### Gate-type map

Scale: 6 px per um.
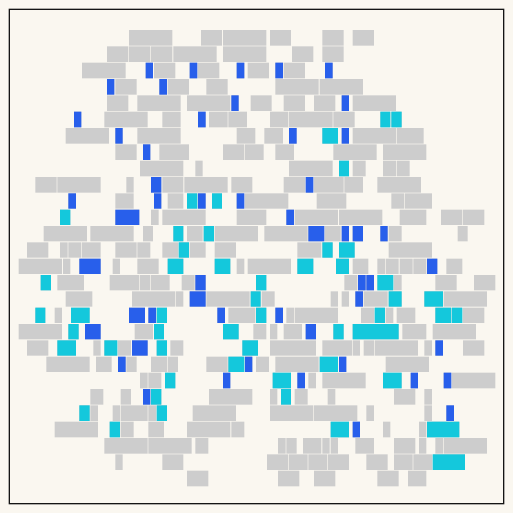
### Cell area per tile

Scale: 3 px per um. 8 x 8 tiles, from dark purple (low) to yellow (high), 0 to 100% covered.
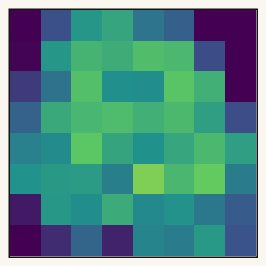
### Wires at chosen ports, followed through buffers

Scale: 4 px per um.
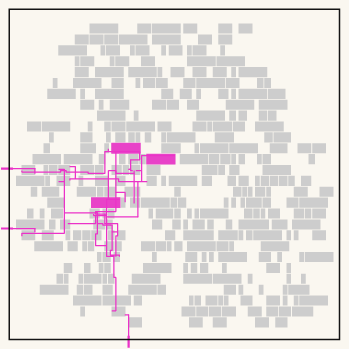
### The clock network

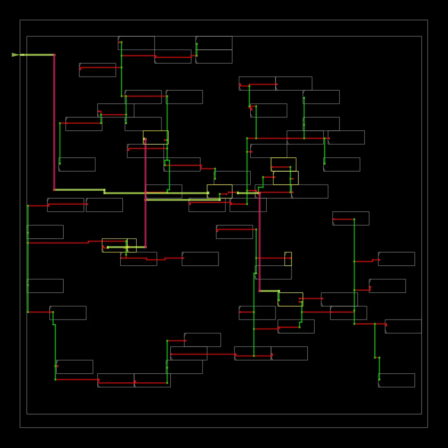
[src/rtl/rs232_pkg.sv]
// Shared constants and FSM state encodings for the RS232 UART controller.
package rs232_pkg;

   // Parity modes
   localparam int PARITY_NONE = 0;
   localparam int PARITY_EVEN = 1;
   localparam int PARITY_ODD  = 2;

   // Receiver states
   typedef enum logic [2:0] {
      RX_IDLE    = 3'd0,
      RX_START   = 3'd1,
      RX_DATA    = 3'd2,
      RX_PAR     = 3'd3,
      RX_STOP    = 3'd4,
      RX_WAIT_HI = 3'd5
   } rx_state_t;

   // Transmitter states
   typedef enum logic [2:0] {
      TX_IDLE  = 3'd0,
      TX_START = 3'd1,
      TX_DATA  = 3'd2,
      TX_PAR   = 3'd3,
      TX_STOP  = 3'd4
   } tx_state_t;

   // Value that (XOR of data bits XOR parity bit) must reach for a given mode
   function automatic logic parity_target(input int parity);
      return (parity == PARITY_ODD);
   endfunction

endpackage

[src/rtl/rs232_uart_rx.sv]
// RS232 receiver: 2-flop synchronizer, mid-bit sampling on oversampling ticks,
// parity and framing checks, one-cycle strobe with held result registers.
module rs232_uart_rx
   import rs232_pkg::*;
#(
   parameter int DATA_W    = 8,
   parameter int PARITY    = PARITY_ODD,
   parameter int STOP_BITS = 1,
   parameter int MSB_FIRST = 1,
   parameter int OVS       = 16
) (
   input  logic              clk,
   input  logic              rst,
   input  logic              tick_i,
   input  logic              rx_i,
   output logic              new_word_o,
   output logic [DATA_W-1:0] data_o,
   output logic              parity_err_o,
   output logic              frame_err_o,
   output rx_state_t         state_dbg_o
);

   localparam int             TW        = $clog2(OVS);
   localparam logic [TW-1:0]  TICK_LAST = TW'(OVS - 1);
   localparam logic [TW-1:0]  TICK_MID  = TW'(OVS / 2 - 1);
   localparam int             BW        = $clog2(DATA_W);
   localparam logic [BW-1:0]  BIT_LAST  = BW'(DATA_W - 1);
   localparam logic           STOP_LAST = 1'(STOP_BITS - 1);
   localparam logic           PAR_TGT   = parity_target(PARITY);

   logic              sync1_q, sync2_q;
   rx_state_t         state_q;
   logic [TW-1:0]     tick_q;
   logic [BW-1:0]     bit_q;
   logic              stop_q;
   logic [DATA_W-1:0] shreg_q;
   logic              par_bit_q;
   logic              ferr_acc_q;
   logic              new_word_q;
   logic [DATA_W-1:0] data_q;
   logic              perr_q;
   logic              ferr_q;

   logic [DATA_W-1:0] shreg_d;
   logic              perr_d;
   logic              ferr_d;

   // Bring the asynchronous line into the clk domain; idles high like the line
   always_ff @(posedge clk) begin
      if (rst) begin
         sync1_q <= 1'b1;
         sync2_q <= 1'b1;
      end else begin
         sync1_q <= rx_i;
         sync2_q <= sync1_q;
      end
   end

   // Shift-in of the sampled bit, and the verdicts for the completed frame
   always_comb begin
      shreg_d = (MSB_FIRST != 0) ? {shreg_q[DATA_W-2:0], sync2_q}
                                 : {sync2_q, shreg_q[DATA_W-1:1]};
      perr_d  = (PARITY == PARITY_NONE) ? 1'b0
                                        : ((^shreg_q ^ par_bit_q) != PAR_TGT);
      ferr_d  = ferr_acc_q | ~sync2_q;
   end

   // Receive FSM; every counter moves only on a tick, the strobe is cleared every cycle
   always_ff @(posedge clk) begin
      if (rst) begin
         state_q    <= RX_IDLE;
         tick_q     <= '0;
         bit_q      <= '0;
         stop_q     <= 1'b0;
         shreg_q    <= '0;
         par_bit_q  <= 1'b0;
         ferr_acc_q <= 1'b0;
         new_word_q <= 1'b0;
         data_q     <= '0;
         perr_q     <= 1'b0;
         ferr_q     <= 1'b0;
      end else begin
         new_word_q <= 1'b0;
         if (tick_i) begin
            case (state_q)
               RX_IDLE: begin
                  if (!sync2_q) begin
                     state_q <= RX_START;
                     tick_q  <= '0;
                  end
               end
               RX_START: begin
                  if (tick_q == TICK_MID) begin
                     tick_q  <= '0;
                     bit_q   <= '0;
                     // a line already back high at mid-start is a glitch
                     state_q <= sync2_q ? RX_IDLE : RX_DATA;
                  end else begin
                     tick_q <= tick_q + TW'(1);
                  end
               end
               RX_DATA: begin
                  if (tick_q == TICK_LAST) begin
                     tick_q  <= '0;
                     shreg_q <= shreg_d;
                     if (bit_q == BIT_LAST) begin
                        stop_q     <= 1'b0;
                        ferr_acc_q <= 1'b0;
                        state_q    <= (PARITY != PARITY_NONE) ? RX_PAR : RX_STOP;
                     end else begin
                        bit_q <= bit_q + BW'(1);
                     end
                  end else begin
                     tick_q <= tick_q + TW'(1);
                  end
               end
               RX_PAR: begin
                  if (tick_q == TICK_LAST) begin
                     tick_q    <= '0;
                     par_bit_q <= sync2_q;
                     state_q   <= RX_STOP;
                  end else begin
                     tick_q <= tick_q + TW'(1);
                  end
               end
               RX_STOP: begin
                  if (tick_q == TICK_LAST) begin
                     tick_q <= '0;
                     if (stop_q == STOP_LAST) begin
                        new_word_q <= 1'b1;
                        data_q     <= shreg_q;
                        perr_q     <= perr_d;
                        ferr_q     <= ferr_d;
                        // a low stop bit may be a break; wait for the line to recover
                        state_q    <= ferr_d ? RX_WAIT_HI : RX_IDLE;
                     end else begin
                        stop_q     <= stop_q + 1'b1;
                        ferr_acc_q <= ferr_d;
                     end
                  end else begin
                     tick_q <= tick_q + TW'(1);
                  end
               end
               RX_WAIT_HI: begin
                  if (sync2_q) state_q <= RX_IDLE;
               end
               default: state_q <= RX_IDLE;
            endcase
         end
      end
   end

   assign new_word_o   = new_word_q;
   assign data_o       = data_q;
   assign parity_err_o = perr_q;
   assign frame_err_o  = ferr_q;
   assign state_dbg_o  = state_q;

endmodule

[src/rtl/rs232_uart_ctrl.sv]
// RS232 UART controller: independent receiver (sub-module) and inline transmitter,
// both paced by a one-cycle oversampling tick clk_rs232_en.
//
// Transmit handshake: send_word is a request sampled on every clk edge. It is
// accepted only on an edge where tx_busy is low; data_rs232_out is latched on
// that edge and tx_busy is high from the next cycle until the cycle after the
// last stop-bit tick. Requests while tx_busy is high are dropped, not queued.
module rs232_uart_ctrl
   import rs232_pkg::*;
#(
   parameter int DATA_W    = 8,
   parameter int PARITY    = PARITY_ODD,
   parameter int STOP_BITS = 1,
   parameter int MSB_FIRST = 1,
   parameter int OVS       = 16
) (
   input  logic              clk,
   input  logic              rst,
   input  logic              clk_rs232_en,
   input  logic              send_word,
   input  logic [DATA_W-1:0] data_rs232_out,
   output logic              tx_busy,
   output logic              new_word,
   output logic [DATA_W-1:0] data_rs232_in,
   output logic              parity_err,
   output logic              frame_err,
   input  logic              rx,
   output logic              tx,
   output rx_state_t         rx_state_dbg,
   output tx_state_t         tx_state_dbg
);

   localparam int             TW        = $clog2(OVS);
   localparam logic [TW-1:0]  TICK_LAST = TW'(OVS - 1);
   localparam int             BW        = $clog2(DATA_W);
   localparam logic [BW-1:0]  BIT_LAST  = BW'(DATA_W - 1);
   localparam logic           STOP_LAST = 1'(STOP_BITS - 1);
   localparam logic           PAR_TGT   = parity_target(PARITY);

   rs232_uart_rx #(
      .DATA_W    (DATA_W),
      .PARITY    (PARITY),
      .STOP_BITS (STOP_BITS),
      .MSB_FIRST (MSB_FIRST),
      .OVS       (OVS)
   ) u_rx (
      .clk          (clk),
      .rst          (rst),
      .tick_i       (clk_rs232_en),
      .rx_i         (rx),
      .new_word_o   (new_word),
      .data_o       (data_rs232_in),
      .parity_err_o (parity_err),
      .frame_err_o  (frame_err),
      .state_dbg_o  (rx_state_dbg)
   );

   tx_state_t         tx_state_q;
   logic [TW-1:0]     tx_tick_q;
   logic [BW-1:0]     tx_bit_q;
   logic              tx_stop_q;
   logic [DATA_W-1:0] tx_shreg_q;
   logic              tx_par_q;
   logic              tx_q;
   logic              tx_busy_q;

   logic              tx_next_bit_d;
   logic [DATA_W-1:0] tx_shift_d;

   // Next data bit to put on the line and the register after it leaves
   always_comb begin
      tx_next_bit_d = (MSB_FIRST != 0) ? tx_shreg_q[DATA_W-1] : tx_shreg_q[0];
      tx_shift_d    = (MSB_FIRST != 0) ? {tx_shreg_q[DATA_W-2:0], 1'b0}
                                       : {1'b0, tx_shreg_q[DATA_W-1:1]};
   end

   // Transmit FSM with registered line and busy flag; each bit holds for OVS ticks
   always_ff @(posedge clk) begin
      if (rst) begin
         tx_state_q <= TX_IDLE;
         tx_tick_q  <= '0;
         tx_bit_q   <= '0;
         tx_stop_q  <= 1'b0;
         tx_shreg_q <= '0;
         tx_par_q   <= 1'b0;
         tx_q       <= 1'b1;
         tx_busy_q  <= 1'b0;
      end else if (tx_state_q == TX_IDLE) begin
         tx_q <= 1'b1;
         if (send_word) begin
            tx_shreg_q <= data_rs232_out;
            tx_par_q   <= ^data_rs232_out ^ PAR_TGT;
            tx_tick_q  <= '0;
            tx_q       <= 1'b0;
            tx_busy_q  <= 1'b1;
            tx_state_q <= TX_START;
         end
      end else if (clk_rs232_en) begin
         if (tx_tick_q != TICK_LAST) begin
            tx_tick_q <= tx_tick_q + TW'(1);
         end else begin
            tx_tick_q <= '0;
            case (tx_state_q)
               TX_START: begin
                  tx_q       <= tx_next_bit_d;
                  tx_shreg_q <= tx_shift_d;
                  tx_bit_q   <= '0;
                  tx_state_q <= TX_DATA;
               end
               TX_DATA: begin
                  if (tx_bit_q == BIT_LAST) begin
                     tx_stop_q <= 1'b0;
                     if (PARITY != PARITY_NONE) begin
                        tx_q       <= tx_par_q;
                        tx_state_q <= TX_PAR;
                     end else begin
                        tx_q       <= 1'b1;
                        tx_state_q <= TX_STOP;
                     end
                  end else begin
                     tx_bit_q   <= tx_bit_q + BW'(1);
                     tx_q       <= tx_next_bit_d;
                     tx_shreg_q <= tx_shift_d;
                  end
               end
               TX_PAR: begin
                  tx_q       <= 1'b1;
                  tx_stop_q  <= 1'b0;
                  tx_state_q <= TX_STOP;
               end
               TX_STOP: begin
                  if (tx_stop_q == STOP_LAST) begin
                     tx_busy_q  <= 1'b0;
                     tx_state_q <= TX_IDLE;
                  end else begin
                     tx_stop_q <= tx_stop_q + 1'b1;
                  end
               end
               default: begin
                  tx_q       <= 1'b1;
                  tx_busy_q  <= 1'b0;
                  tx_state_q <= TX_IDLE;
               end
            endcase
         end
      end
   end

   assign tx           = tx_q;
   assign tx_busy      = tx_busy_q;
   assign tx_state_dbg = tx_state_q;

endmodule

[config.mk]
export PLATFORM = sky130hd
export DESIGN_NAME = rs232_uart_ctrl
export DESIGN_NICKNAME = d
export VERILOG_FILES = /design/src/rtl/rs232_pkg.sv /design/src/rtl/rs232_uart_rx.sv /design/src/rtl/rs232_uart_ctrl.sv
export SDC_FILE = /design/constraint.sdc
export NUM_CORES = 1
export LEC_CHECK = 0
export CAP_MARGIN = 20
export CORE_UTILIZATION = 41
export DETAILED_ROUTE_END_ITERATION = 10
export PLACE_DENSITY = 0.66
export SLEW_MARGIN = 20
export SYNTH_ARGS = -nofsm -noshare
export SYNTH_HDL_FRONTEND = slang
export SYNTH_SLANG_ARGS = --single-unit
export TNS_END_PERCENT = 10
[constraint.sdc]
create_clock -name clk -period 3.4 [get_ports clk]
set_input_delay 0.68 -clock clk [delete_from_list [all_inputs] [get_ports clk]]
set_output_delay 0.68 -clock clk [all_outputs]
set_load 0.05 [all_outputs]
==> flow_summary.yaml <==
# implementation run metrics
critical_path:
  critPathSlowestCell: "clkdlybuf4s50_1"
  rr_worst_depth: 6
  crit_path_end: "tx_shreg_q[6]$_SDFFE_PP0P_"
  path_cells: "clkdlybuf4s50_1 -> nand4_4 -> or3_4 -> a31oi_4 -> nor2_1 -> a311oi_2"
  r2r_start: "tx_tick_q[0]$_SDFFE_PP0P_"
  r2r_end: "tx_shreg_q[6]$_SDFFE_PP0P_"
  path_delay_family: "simple AND/OR/NAND/NOR gates"
power:
  leakage_nw: 1.042
  power_switching_share_pct: 25.17
  p_total_mw: 1.164
  p_clk_share_pct: 31.4
  powerSeq_mw: 0.661
logic_synthesis:
  synth_cell_types: 48
  ys_area_um2: 2635
  yosysSeqAreaShare_pct: 41.03
  synth_compound_gate_area_share_pct: 16.19
  yosys_warnings: 0
  syn-num-nets: 319
global_routing:
  grt_pass1_wl_um: 8804
  grt-ovfl-total: 0
floorplan:
  taps: 75
  std_cell_rows: 28
  die_y_um: 82.17
job:
  warning_count: 27
timing:
  period_used_pct: 73.91
  hold_slack_ps: 413.1
  slew_violations: 0
drt:
  wl_met2_um: 2464
finish:
  instances_no_fill: 399
  design_area_um2: 3068
clocking:
  cts-root-buf: "clkbuf_8"
  clk_pin_slew_ps: 100
place:
  place_area_um2: 2977
  post-dp-hpwl_um: 3652
run_status:
  status: "complete, no violations"
Notes on 'Gate-type map' above:
Cyan marks aoi and oai cells, cells 51, most used a21oi_1. Blue marks nor cells, cells 52, most used nor2_1.

Notes on 'Cell area per tile' above:
The emptiest ninth of the die: upper right. The fullest tile reaches 80%. 11% of the tiles are nearly empty.

Notes on 'Wires at chosen ports, followed through buffers' above:
Magenta marks rx_state_dbg, direction output, edge 2 left, 1 bottom, end cells 3, wire 300 um.

Notes on 'The clock network' above:
Num CTS Buffers: 5
worst skew pair latency: 310 ps
P_clk: 0.366 mW
Clock Sinks: 54
Flops: 54

No activity file was given, so power comes from the tool's default toggle rates.
